--- src/rtl/encoder_pkg.sv ---
// Shared definitions for the encoder round datapath: lane geometry, the
// column-parity FSM encoding and small lane helpers.
package encoder_pkg;

  localparam int LANE_W    = 64;
  localparam int NUM_LANES = 25;
  localparam int ROW_SZ    = 5;

  typedef enum logic [2:0] {
    S_IDLE,
    S_RD_C,
    S_RD_TAIL,
    S_CALC_D,
    S_UPD_RD,
    S_UPD_WR
  } cp_state_e;

  // Lane (x,y) sits at 5*y + x; x,y are always 0..4 so 5 bits suffice.
  function automatic logic [4:0] lane_addr(input logic [2:0] x, input logic [2:0] y);
    return ({2'b00, y} * 5'd5) + {2'b00, x};
  endfunction

  function automatic logic [LANE_W-1:0] rotl1(input logic [LANE_W-1:0] v);
    return {v[LANE_W-2:0], v[LANE_W-1]};
  endfunction

endpackage

--- src/rtl/theta_d_unit.sv ---
// Combinational theta D term: D[x] = C[x-1] ^ rotl(C[x+1], 1), indices mod 5.
module theta_d_unit
  import encoder_pkg::*;
#(
  parameter int W = LANE_W
) (
  input  logic [ROW_SZ-1:0][W-1:0] i_c,
  output logic [ROW_SZ-1:0][W-1:0] o_d
);

  for (genvar gx = 0; gx < ROW_SZ; gx++) begin : g_col
    localparam int XM = (gx + ROW_SZ - 1) % ROW_SZ;
    localparam int XP = (gx + 1) % ROW_SZ;
    assign o_d[gx] = i_c[XM] ^ {i_c[XP][W-2:0], i_c[XP][W-1]};
  end

endmodule

--- src/rtl/column_parity.sv ---
// Theta stage: accumulates column parities over the 25 lanes of the state
// memory, derives D and rewrites every lane in place as A ^ D[x].
module column_parity
  import encoder_pkg::*;
#(
  parameter int W  = LANE_W,
  parameter int AW = 5
) (
  input  logic          clk,
  input  logic          rst,
  input  logic          start,
  output logic          ready,
  output logic [AW-1:0] mem_addr,
  output logic          mem_re,
  input  logic [W-1:0]  mem_rdata,
  output logic          mem_we,
  output logic [W-1:0]  mem_wdata
);

  cp_state_e                 r_state;
  logic [ROW_SZ-1:0][W-1:0]  r_c;
  logic [ROW_SZ-1:0][W-1:0]  r_d;
  logic [2:0]                r_x, r_y, r_xd;
  logic                      r_first;
  logic                      r_ready;
  logic                      r_re;
  logic                      r_we;
  logic [AW-1:0]             r_addr;

  logic [ROW_SZ-1:0][W-1:0]  w_d;
  logic [2:0]                w_nx, w_ny;
  logic [AW-1:0]             w_naddr;
  logic                      w_last;

  theta_d_unit #(.W(W)) u_theta_d (
    .i_c (r_c),
    .o_d (w_d)
  );

  // x/y always track the lane currently on mem_addr.
  assign w_last  = (r_addr == AW'(NUM_LANES - 1));
  assign w_nx    = (r_x == 3'd4) ? 3'd0 : r_x + 3'd1;
  assign w_ny    = (r_x == 3'd4) ? r_y + 3'd1 : r_y;
  assign w_naddr = AW'(lane_addr(w_nx, w_ny));

  always_ff @(posedge clk or negedge rst) begin
    if (!rst) begin
      r_state <= S_IDLE;
      r_c     <= '0;
      r_d     <= '0;
      r_x     <= '0;
      r_y     <= '0;
      r_xd    <= '0;
      r_first <= 1'b0;
      r_ready <= 1'b1;
      r_re    <= 1'b0;
      r_we    <= 1'b0;
      r_addr  <= '0;
    end else begin
      case (r_state)
        S_IDLE: begin
          if (start) begin
            r_c     <= '0;
            r_x     <= '0;
            r_y     <= '0;
            r_xd    <= '0;
            r_first <= 1'b1;
            r_addr  <= '0;
            r_re    <= 1'b1;
            r_ready <= 1'b0;
            r_state <= S_RD_C;
          end
        end
        S_RD_C: begin
          // Read data lags the address by one cycle, so fold in lane x_d.
          if (!r_first) r_c[r_xd] <= r_c[r_xd] ^ mem_rdata;
          r_first <= 1'b0;
          r_xd    <= r_x;
          if (w_last) begin
            r_re    <= 1'b0;
            r_state <= S_RD_TAIL;
          end else begin
            r_x    <= w_nx;
            r_y    <= w_ny;
            r_addr <= w_naddr;
          end
        end
        S_RD_TAIL: begin
          r_c[r_xd] <= r_c[r_xd] ^ mem_rdata;
          r_state   <= S_CALC_D;
        end
        S_CALC_D: begin
          r_d     <= w_d;
          r_x     <= '0;
          r_y     <= '0;
          r_addr  <= '0;
          r_re    <= 1'b1;
          r_state <= S_UPD_RD;
        end
        S_UPD_RD: begin
          r_re    <= 1'b0;
          r_we    <= 1'b1;
          r_state <= S_UPD_WR;
        end
        S_UPD_WR: begin
          r_we <= 1'b0;
          if (w_last) begin
            r_addr  <= '0;
            r_ready <= 1'b1;
            r_state <= S_IDLE;
          end else begin
            r_x     <= w_nx;
            r_y     <= w_ny;
            r_addr  <= w_naddr;
            r_re    <= 1'b1;
            r_state <= S_UPD_RD;
          end
        end
        default: r_state <= S_IDLE;
      endcase
    end
  end

  assign ready    = r_ready;
  assign mem_addr = r_addr;
  assign mem_re   = r_re;
  assign mem_we   = r_we;
  // Write data comes straight off the read port during the write cycle.
  assign mem_wdata = r_we ? (mem_rdata ^ r_d[r_x]) : '0;

endmodule

--- config.mk ---
export PLATFORM = sky130hd
export DESIGN_NAME = column_parity
export DESIGN_NICKNAME = d
export VERILOG_FILES = /design/src/rtl/encoder_pkg.sv /design/src/rtl/theta_d_unit.sv /design/src/rtl/column_parity.sv
export SDC_FILE = /design/constraint.sdc
export NUM_CORES = 1
export LEC_CHECK = 0
export ABC_AREA = 0
export CAP_MARGIN = 20
export CORE_MARGIN = 2
export CORE_UTILIZATION = 40
export DETAILED_ROUTE_END_ITERATION = 10
export PLACE_DENSITY = 0.62
export SLEW_MARGIN = 0
export SYNTH_ARGS = -nofsm -noshare
export SYNTH_HDL_FRONTEND = slang
export SYNTH_SLANG_ARGS = --single-unit
--- constraint.sdc ---
create_clock -name clk -period 3.6 [get_ports clk]
set_input_delay 0.36 -clock clk [delete_from_list [all_inputs] [get_ports clk]]
set_output_delay 0.36 -clock clk [all_outputs]
set_load 0.02 [all_outputs]
Figure 1. Cell classes on the final placement (run 1).
Drawn at 1 px/um. Fill, decap, tap and diode cells in grey.
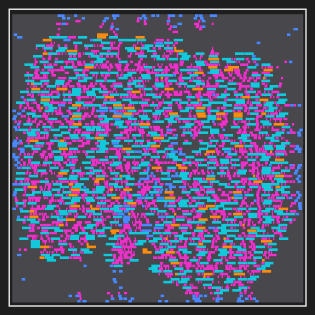
legend:
  magenta:
    class: all other logic
    cells: 2380
    share_of_their_area: 44%
  cyan:
    class: flops
    cells: 661
    share_of_their_area: 43%
  orange:
    class: clock drivers and dummy loads
    cells: 131
    share_of_their_area: 6.7%
  blue:
    class: other buffers and delay cells
    cells: 227
    share_of_their_area: 6.6%

Figure 2. Met2 routing (run 1).
Drawn at 1 px/um.
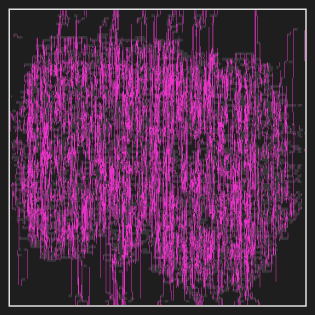
nets with wire on the layer: 2567
main direction: vertical
share of all routed wire: 47%

==> flow_metrics.py, run 1 <==
# Synthesis and PnR figures
metrics = {
    "timing": {
        "skew_ns": 0.01430,
        "setup_ws_ns": 0.1031,
        "finalSetupViolations": 0,
        "slew_violations": 0,
        "layout_min_cycle_time_ns": 3.497,
        "hold_viol_final": 0,
        "fmax_mhz": 286.0,
        "worstMarginPinSlew_ns": 1.057,
        "period_used_pct": 97.14,
    },
    "synth": {
        "synthArstFlopShare_pct": 100.0,
        "netlist-cell-type-count": 50,
        "syn-num-nets": 3345,
        "logic_family": "AND-OR/OR-AND gates",
        "syn_area_um2": 33950,
        "synthCells": 3267,
        "aoi_share_pct": 20.89,
        "synth-main-ff-cell": "dfrtp_1",
        "ys_warn_count": 0,
        "ys_seq_share_pct": 48.73,
        "ys_sh_adder_pct": 0.4275,
        "simple_gate_area_share_pct": 10.55,
        "ys_sh_mux_pct": 6.350,
        "edf_count": 0,
        "avgSynthCellArea_um2": 10.39,
        "ys_cells": 3267,
    },
    "drt": {
        "wl_per_cell_um": 23.17,
        "viasPerCell": 5.714,
        "drt-initial-drc-count": 2250,
        "drt-pass1-iter-count": 5,
        "wl_mm": 105.0,
        "drtAntennaViolNets": 0,
        "drc": 0,
        "top_layer": "met4",
        "dr_wl_met3_mm": 7.035,
        "dr_wl_met2_mm": 49.46,
    },
    "critical_path": {
        "worstSetupEndpointType": "output pin",
        "cp_top_family": "buffers and inverters",
        "r2r_setup_slack_ns": 0.38,
        "reg2reg_depth": 13,
        "cp_cell_sequence": "buf_12, bufbuf_16, mux4_2, a22oi_1, xnor2_1, and2_1, clkdlybuf4s50_1",
        "crit_type": "reg2out",
        "crit_buf_inv": 3,
        "arrival_ns": 3.14,
        "cp_slowest_cell": "clkdlybuf4s50_1",
        "required_ns": 3.24,
        "start_kind": "flip-flop",
    },
    "final_layout": {
        "clk_share_pct": 6.440,
        "area_growth_pct": 17.09,
        "most-common-layout-cells": "dfrtp_1 (654), nand2_1 (648), xnor2_1 (383)",
        "sh_seq_area_pct": 41.67,
        "combGateArea_um2": 16630,
        "ff_count": 661,
        "buffers": 227,
        "layout_top_cell": "dfrtp_1",
        "nFillCells": 7870,
        "layout.nonclk_buf_share_pct": 6.365,
        "comb_cells": 2369,
        "fin_area_um2": 39750,
        "utilization_pct": 47.42,
        "nNetsFinal": 3421,
        "instances_no_fill": 4533,
        "inv_count": 11,
        "flop_area_um2": 16560,
        "drive_above_1_share_pct": 10.39,
    },
    "global_route": {
        "grt_max_degree": 169,
        "met3_usage_pct": 4.556,
        "antenna_found_initial": 0,
        "grt.met1_usage_pct": 33.50,
        "use_met2_pct": 38.43,
        "grt_pass1_wl_mm": 160.9,
        "grt-busiest-layer": "met2",
        "grt_pass1_vias": 25700,
        "gr-total-overflow": 0,
    },
    "cts": {
        "cts-buffers-inserted": 73,
        "h-tree-depth": 3,
        "cts_tree": "done",
        "clk_pin_slew_ns": 0.06,
        "root_buffer": "clkbuf_16",
        "worstSkewPairLatency_ns": 0.61,
    },
    "placed_design": {
        "dpl.hpwl_mm": 63.13,
        "dp.cells": 4391,
    },
    "die": {
        "fp.dieArea_um2": 87210,
        "taps": 1134,
        "core_region_area_um2": 83820,
        "ioPinCount": 139,
        "initial_core_util_pct": 40.50,
        "num_rows": 106,
    },
    "pwr": {
        "cellPowerDensity_nw_per_um2": 907.2,
        "p_seq_share_pct": 35.6,
        "internal-power_mw": 20.87,
        "clockPowerShare_pct": 22.2,
        "p_sw_share_pct": 42.11,
        "combinationalPowerShare_pct": 42.2,
        "netSwitchingPower_mw": 15.18,
    },
    "min_path": {
        "hp-class": "in2async",
    },
    "run_status": {
        "status": "complete, no violations",
    },
}
Figure 3. I/O pins on the die edge (run 1).
Drawn at 1 px/um. Pins as bars across the die edge, other pins in grey.
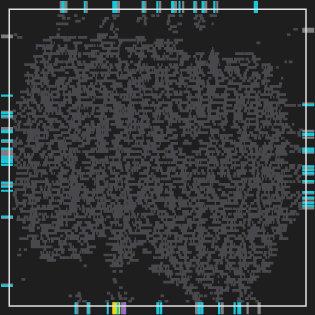
legend:
  yellow:
    port: `mem_addr`
    pins: 5
    direction: output
    edge: south
  purple:
    port: `mem_we`
    pins: 1
    direction: output
    edge: south
  cyan:
    port: `mem_rdata`
    pins: 64
    direction: input
    edge: 19 north, 17 west, 15 south, 13 east
all pins by edge: 39 south, 36 north, 34 west, 30 east
IO buf count: 138
Die Ht: 295.3 um
die width: 295.3 um

run 1: synth_stat cells (63+ instances only):
cell type,instances,area share [%]
mux4_2,64,4.2
clkbuf_1,130,1.4
and2_1,65,1.2
mux2i_1,68,2.0
buf_2,83,1.2
xnor2_1,387,10
o2bb2ai_1,63,1.6
o31ai_1,322,7.1
o21ai_0,327,4.8
nor2b_1,67,1.2
a22o_1,128,3.3
a22oi_1,64,1.4
nand2_1,652,7.2
dfrtp_1,660,49
run 1: worst max path at each step:
stage / startpoint / to / slack, ns / depth (start not counted)
after floorplan: r_x[0] / mem_addr[4] / 0.26 / 15
after global placement: r_x[0] / mem_addr[4] / 0.49 / 12
after detailed placement: r_x[1] / mem_wdata[30] / 0.48 / 6
after CTS: r_x[0] / mem_wdata[46] / 0.002 / 7
after global routing: r_x[0] / mem_wdata[36] / -0.005 / 7
final: r_x[0] / mem_wdata[40] / 0.10 / 7
run 1: flip-flops by register name (all words and copies together), names as in the netlist, 3 cells and up:
| signal | flops |
|---|---|
| r_x | 3 |
| mem_addr | 5 |
| r_state | 3 |
| r_c | 320 |
| r_d | 320 |
| r_y | 3 |
| r_xd | 3 |
run 1: timing repair:
action	in CTS	in global routing
pin swaps	0	1
endpoints found under the hold margin	60	0
buffers inserted	3	4
hold buffers	1	0
endpoints found under the setup margin	31	25
resized	23	26
cloned	1	2
run 1: power by group through the flow:
| stage | logic, mW | clock network [mW] | registers (mW) |
|---|---|---|---|
| final | 15.2 | 8.01 | 12.8 |
| after floorplan | 10.3 | 0 | 11.8 |
| after global routing | 16.5 | 8.45 | 13.1 |
| after global placement | 14.6 | 0 | 12.8 |
| after detailed placement | 14.8 | 0 | 12.9 |
| after CTS | 15.0 | 8.13 | 12.8 |
Figure 4. Clock nets (run 1).
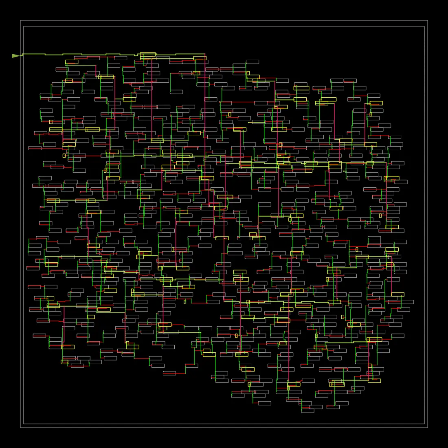

==> inputs of run 2 (changes only) <==
==> constraint.sdc (replaced) <==
create_clock -name clk -period 3.6 [get_ports clk]
set_input_delay 0.54 -clock clk [delete_from_list [all_inputs] [get_ports clk]]
set_output_delay 0.54 -clock clk [all_outputs]
set_load 0.02 [all_outputs]
Figure 5. Clock nets (run 2).
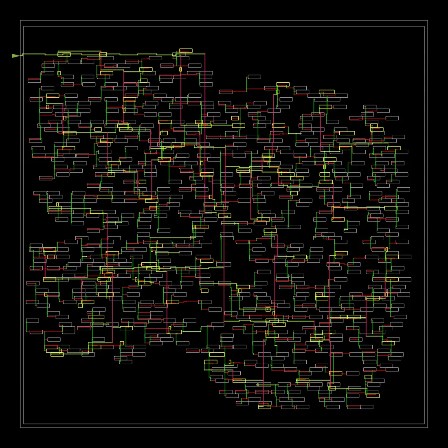
Clk power: 8.08 mW
clock sinks: 661
total CTS buffers: 75
Layout Skew: 0.04029 ns
# clk buffers: 110

==> flow_metrics.py, run 2 <==
# Synthesis and PnR figures
metrics = {
    "run_status": {
        "status": "complete, no violations",
    },
    "flow_run": {
        "warnings": 33,
        "cap_violations": 0,
    },
    "global_route": {
        "grt_pass1_vias": 26170,
        "grt_max_degree": 115,
        "grt_pass1_wl_mm": 163.2,
        "gr-total-overflow": 0,
        "antenna_found_initial": 2,
        "track_usage_pct": 24.40,
        "met3_usage_pct": 4.187,
        "grt-busiest-layer": "met2",
        "use_met2_pct": 38.94,
        "grt.met1_usage_pct": 33.80,
    },
    "synth": {
        "yosys-top-cells-count": "dfrtp_1 (660), nand2_1 (652), xnor2_1 (387)",
        "avgSynthCellArea_um2": 10.39,
        "edf_count": 0,
        "topCellsByArea": "dfrtp_1 (49%), xnor2_1 (10%), nand2_1 (7.2%)",
        "synthCells": 3267,
        "yosysMostFrequentCell": "dfrtp_1",
        "top_cell_area_share_pct": 48.65,
        "netlist-cell-type-count": 50,
        "syn_area_um2": 33950,
        "ys_chip_area_um2": 33950,
        "aoi_share_pct": 20.89,
        "logic_family": "AND-OR/OR-AND gates",
        "ys_cells": 3267,
        "ys_sh_adder_pct": 0.4275,
        "syn-num-nets": 3345,
        "ys_warn_count": 0,
        "synth-main-ff-cell": "dfrtp_1",
        "ys.flops": 661,
        "simple_gate_area_share_pct": 10.55,
        "synthArstFlopShare_pct": 100.0,
        "largest_area_cell": "dfrtp_1",
        "xor_share_pct": 10.10,
        "ys_seq_share_pct": 48.73,
        "ys_sh_mux_pct": 6.350,
    },
    "die": {
        "chipWidth_um": 295.3,
        "fp.dieArea_um2": 87210,
        "fp.dieH_um": 295.3,
        "num_rows": 106,
        "ioPinCount": 139,
        "core_region_area_um2": 83820,
        "initial_core_util_pct": 40.50,
    },
    "pwr": {
        "ir_worst_vdd_mv": 0.7613,
        "power.leakage_nw": 16.33,
        "finalPower_mw": 36.19,
        "cellPowerDensity_nw_per_um2": 909.5,
    },
    "critical_path": {
        "start_kind": "flip-flop",
        "crit_type": "reg2out",
        "cp_slowest_cell": "mux4_2",
        "path_max_fanout": 12,
        "cp_cell_sequence": "buf_12, buf_16, mux4_2, a22oi_1, xnor2_1, and2_1, dlygate4sd2_1",
        "arrival_ns": 2.91,
        "worstSetupEndpointType": "output pin",
        "required_ns": 3.06,
        "crit_path_max_incr_delay_ns": 0.54,
    },
    "cts": {
        "h-tree-depth": 3,
        "root_buffer": "clkbuf_16",
        "worstSkewPairLatency_ns": 0.64,
        "cts_tree": "done",
        "clockBufferDepth": 3,
        "clk_pin_slew_ns": 0.06,
    },
    "timing": {
        "fin_setup_tns_ns": 0,
        "slew_violations": 0,
        "period_used_pct": 95.85,
        "grt_setup_unrepaired": "false",
        "hold_viol_final": 0,
        "finalSetupViolations": 0,
        "layout_min_cycle_time_ns": 3.450,
        "relSlewSlack_pct": 37.10,
        "setup_ws_ns": 0.1496,
        "worstMarginPinSlew_ns": 0.9394,
        "hold_slack_ns": 0.4747,
        "fmax_mhz": 289.8,
    },
    "drt": {
        "drc": 0,
        "drtAntennaViolNets": 0,
        "drt-pass1-iter-count": 5,
        "wl_per_cell_um": 23.20,
        "viasPerCell": 5.711,
        "drt-initial-drc-count": 2013,
        "wl_mm": 105.2,
        "vias": 25900,
    },
    "placed_design": {
        "place_area_um2": 36860,
        "dp.cells": 4389,
        "dpl.hpwl_mm": 62.18,
        "numPortBuffers": 138,
        "gp_congestion": 0.7844,
        "dp_worst_setup_slack_ns": 0.4062,
    },
    "final_layout": {
        "most-common-layout-cells": "dfrtp_1 (654), nand2_1 (648), xnor2_1 (385)",
        "nNetsFinal": 3424,
        "utilization_pct": 47.47,
        "layout_top_cell": "dfrtp_1",
        "drive_above_1_share_pct": 10.44,
        "instances_no_fill": 4536,
        "fin_area_um2": 39790,
        "area_growth_pct": 17.20,
    },
    "min_path": {
        "hp-class": "reg2reg",
    },
}
Figure 6. I/O pins on the die edge (run 2).
Drawn at 1 px/um. Pins as bars across the die edge, other pins in grey.
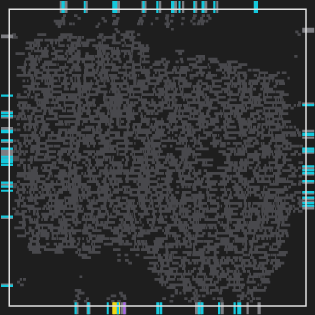
legend:
  purple:
    port: `mem_we`
    pins: 1
    direction: output
    edge: south
  cyan:
    port: `mem_rdata`
    pins: 64
    direction: input
    edge: 19 north, 17 west, 15 south, 13 east
  yellow:
    port: `mem_addr`
    pins: 5
    direction: output
    edge: south
all pins by edge: 39 south, 36 north, 34 west, 30 east

-- run 2: cell counts after synthesis --
No cell type changed its count.
-- run 2: path summary, 6_finish.rpt --
path                       startpoint       endpoint  slack, ns  depth (start not counted)
setup / recovery               r_x[0]  mem_wdata[36]       0.15                          7
hold / removal               r_d[229]       r_d[229]       0.47                          2
setup reg to reg               r_x[0]    mem_addr[4]       0.33                         13
hold reg to reg              r_d[229]       r_d[229]       0.47                          2
max in group asynchronous         rst       r_d[257]       2.04                          4
min in group asynchronous         rst       r_c[300]       0.48                          2
-- run 2: routing by layer --
layer | routed length (um) | share of wire [%]
met1 | 46380 | 44
met2 | 49040 | 47
met3 | 6634 | 6.3
met4 | 3178 | 3.0
met5 | 0 | 0
-- run 2: final cells by class --
cell class                      instances  area, um^2
Inverter                               11       45.04
Clock inverter                         22       371.6
Multi-Input combinational cell       2369       16640
Sequential cell                       661       16560
Antenna cell                            1       2.502
Clock buffer                          110        2241
Timing Repair Buffer                  228        2509
Tap cell                             1134        1419
Fill cell                            7787       44030
-- run 2: worst max-delay path, delay by kind of cell, from the launching register on --
family	cells	cell delay (ns)
buffers and inverters	3	0.65
multiplexers	1	0.54
flip-flops	1	0.46
XOR/XNOR	1	0.24
AND-OR/OR-AND	1	0.19
AND/OR/NAND/NOR	1	0.19
-- run 2: power breakdown --
part | total [mW] | internal (mW) | switching [mW]
Combinational | 15.3 | 6.26 | 9.04
Clock | 8.08 | 4.84 | 3.23
Sequential | 12.8 | 9.81 | 3.00
-- run 2: repair_timing --
item	CTS	global route
pin swaps	8	0
cloned	3	0
gates resized	88	8
hold endpoints to repair	49	0
setup buffers	9	0
setup endpoints to repair	64	8
hold buffers	1	0
Power and IR drop assume default switching activity.
